==> config.mk <==
export PLATFORM = sky130hd
export DESIGN_NAME = wx_mem_arbiter
export DESIGN_NICKNAME = d
export VERILOG_FILES = /design/src/rtl/wx_mem_arbiter_pkg.sv /design/src/rtl/wx_mem_arbiter_rr2_pick.sv /design/src/rtl/wx_mem_arbiter.sv
export SDC_FILE = /design/constraint.sdc
export NUM_CORES = 1
export LEC_CHECK = 0
export CAP_MARGIN = 20
export CORE_MARGIN = 5
export CORE_UTILIZATION = 33
export DETAILED_ROUTE_END_ITERATION = 12
export GPL_ROUTABILITY_DRIVEN = 0
export GPL_TIMING_DRIVEN = 0
export PLACE_DENSITY = 0.95
export REMOVE_ABC_BUFFERS = 1
export SLEW_MARGIN = 40
export SYNTH_ARGS = -nofsm -noshare
export SYNTH_HDL_FRONTEND = slang
export SYNTH_HIERARCHICAL = 1
export SYNTH_SLANG_ARGS = --single-unit
==> constraint.sdc <==
create_clock -name clk -period 2.8 [get_ports clk]
set_input_delay 0.28 -clock clk [delete_from_list [all_inputs] [get_ports clk]]
set_output_delay 0.28 -clock clk [all_outputs]
set_load 0.005 [all_outputs]
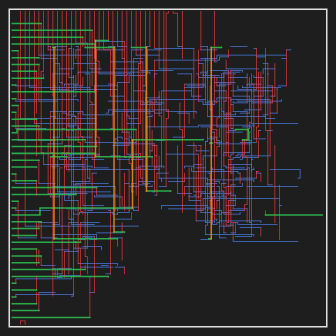
(images/metal_stack.png)
legend:
  blue:
    layer: met1
    wire_length: 1320 um
  orange:
    layer: met4
    wire_length: 178 um
  green:
    layer: met3
    wire_length: 439 um
  red:
    layer: met2
    wire_length: 2170 um
routed len/inst: 19.9 um
DR vias: 1134
Overall Global Routing Usage: 21.4%
total wire length: 4.11 mm

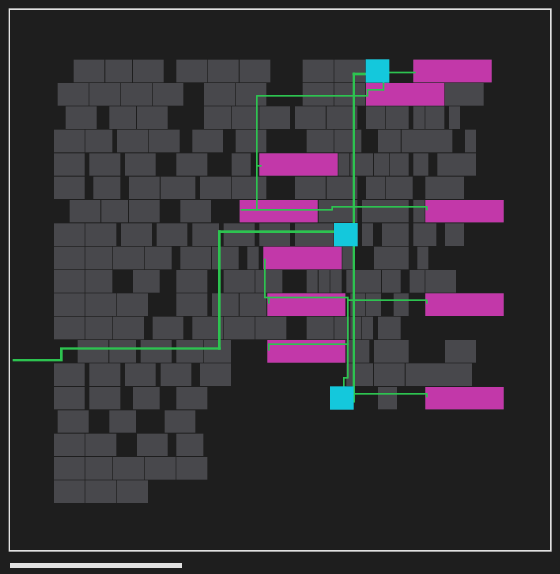
(images/clock_map.png)
Bar = 20 um.
legend:
  green:
    item: clock wires
    length: 208 um
  cyan:
    item: cells driving clock nets
    count: 3
  magenta:
    item: flip-flops
    count: 10
routed clock nets: 4
Clock Latency Late Sink: 0.28 ns
clock skew: 0.00435 ns
Clock Power: 106 uW
clock network fraction of total power: 10.1%

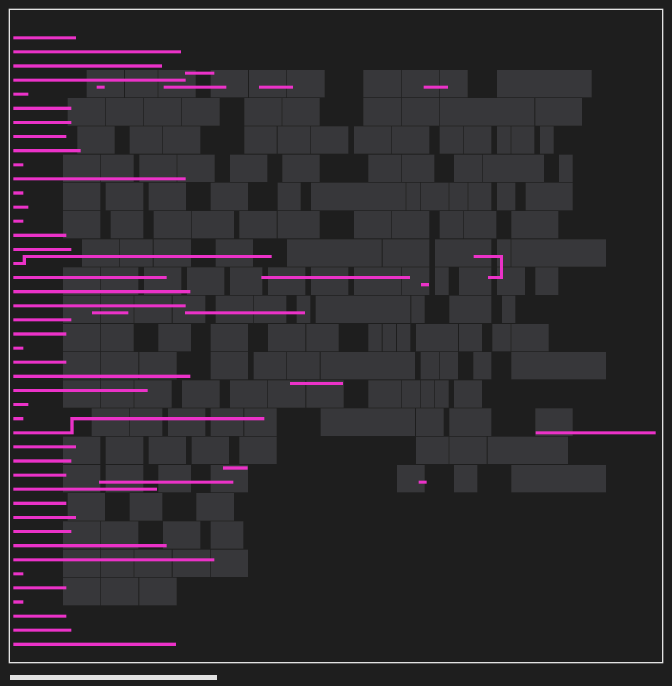
(images/met3.png)
Bar = 20 um. Cells faint in the background.
nets with wire on the layer: 52
share of all routed wire: 11%
longest straight run: 23.7 um
main direction: horizontal
wire length on this layer: 439 um
GR met3 Demand/Resource: 9.53%

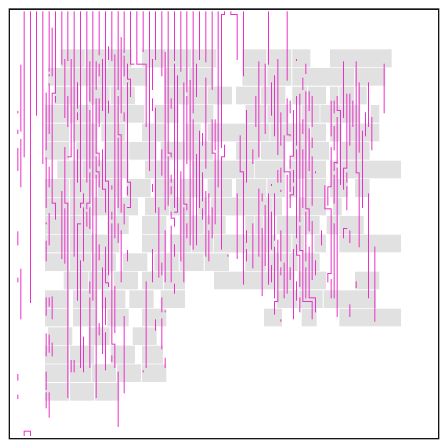
(images/met2.png)
Cells faint in the background.
main direction: vertical
share of all routed wire: 53%
nets with wire on the layer: 214
GR met2 Demand/Resource: 39.5%

==> impl_metrics.yaml <==
# physical design summary
clock_tree:
  cts_buffers: 3
  hold_buffers: 0
  cts_resized: 3
  htree_levels: 1
floorplan:
  fp-row-count: 19
  die.size.y_um: 62.9
  fp-utilization_pct: 34.0
  pin_count: 84
  die_area_mm2: 0.00395
worst_setup_path:
  worstSetupPathType: "reg2out"
  cp_max_fo: 12
  cp.arrival_ns: 2.27
  endpoint_kind: "output port"
  start_kind: "register"
  rrSetupSlack_ns: 0.92
grt:
  use_met1_pct: 18.5
  grt_pass1_wl_mm: 6.43
  antenna_found_initial: 0
  busiest_layer: "met2"
timing:
  worst-slew-pin-transition_ns: 0.463
  slew_headroom_pct: 69.0
  fin_crit_sh_pct: 91.1
  fin_ws_ns: 0.248
  rsz0062_at_grt: "false"
  clock.fmax_mhz: 392
  slew_viol_final: 0
  min_period_ns: 2.55
synthesis:
  synth_cell_types: 36
  ys_area_um2: 922
  simple_gate_share_pct: 16.3
  synth.largest_area_cell: "dfrtp_1"
  syn-cell-area_um2: 922
  most_common_cell: "a22o_1"
  ys_cells: 97
  yosysSeqAreaShare_pct: 27.1
  syn_avg_cell_area_um2: 9.51
  ys_seq_elements: 10
  top_cells_by_area: "dfrtp_1 27%, a22o_1 26%, ha_1 6.8%"
  synth_cells: 97
layout:
  stdcell_area_mm2: 0.00177
  fillCellCount: 225
  layout.cells.most_common: "clkdlybuf4s50_1"
  area_growth_pct: 91.9
  drive_gt1_share_pct: 8.00
  fin_cells: 206
  post-route-util_pct: 65.3
  diodes: 0
placed_design:
  dpl_cell_area_mm2: 0.00173
  post-dp-hpwl_mm: 3.33
  pre_cts_ws_ns: -0.304
job:
  cap_violations: 0
detailed_routing:
  wl_met3_um: 439
  dr.max_layer_used: "met4"
  wl_met2_mm: 2.17
run_status:
  run_status: "completed"
pwr:
  p_leak_uw: 0.000692
==> final cells by class <==
| class | count | area share, % |
|---|---|---|
| Timing Repair Buffer | 81 | 45.8 |
| Sequential cell | 10 | 14.1 |
| Multi-Input combinational cell | 75 | 35.3 |
| Inverter | 6 | 1.27 |
| Clock buffer | 3 | 1.27 |
| Tap cell | 31 | 2.19 |
==> critical path, cell delays in order, from the launching register on <==
cell             delay, ns
dfrtp_1               0.38
inv_1                 0.11
ha_1                  0.26
nand2_1               0.20
nor2_4                0.31
a22o_1                0.18
clkdlybuf4s50_1       0.56
==> where the power goes <==
part           switching [uW]  total (uW)  internal [uW]
registers                24.6         202            177
clock network            56.0         106           49.9
logic                     343         737            394
total                     423        1040            621
Power is estimated from default activity; no workload was simulated.
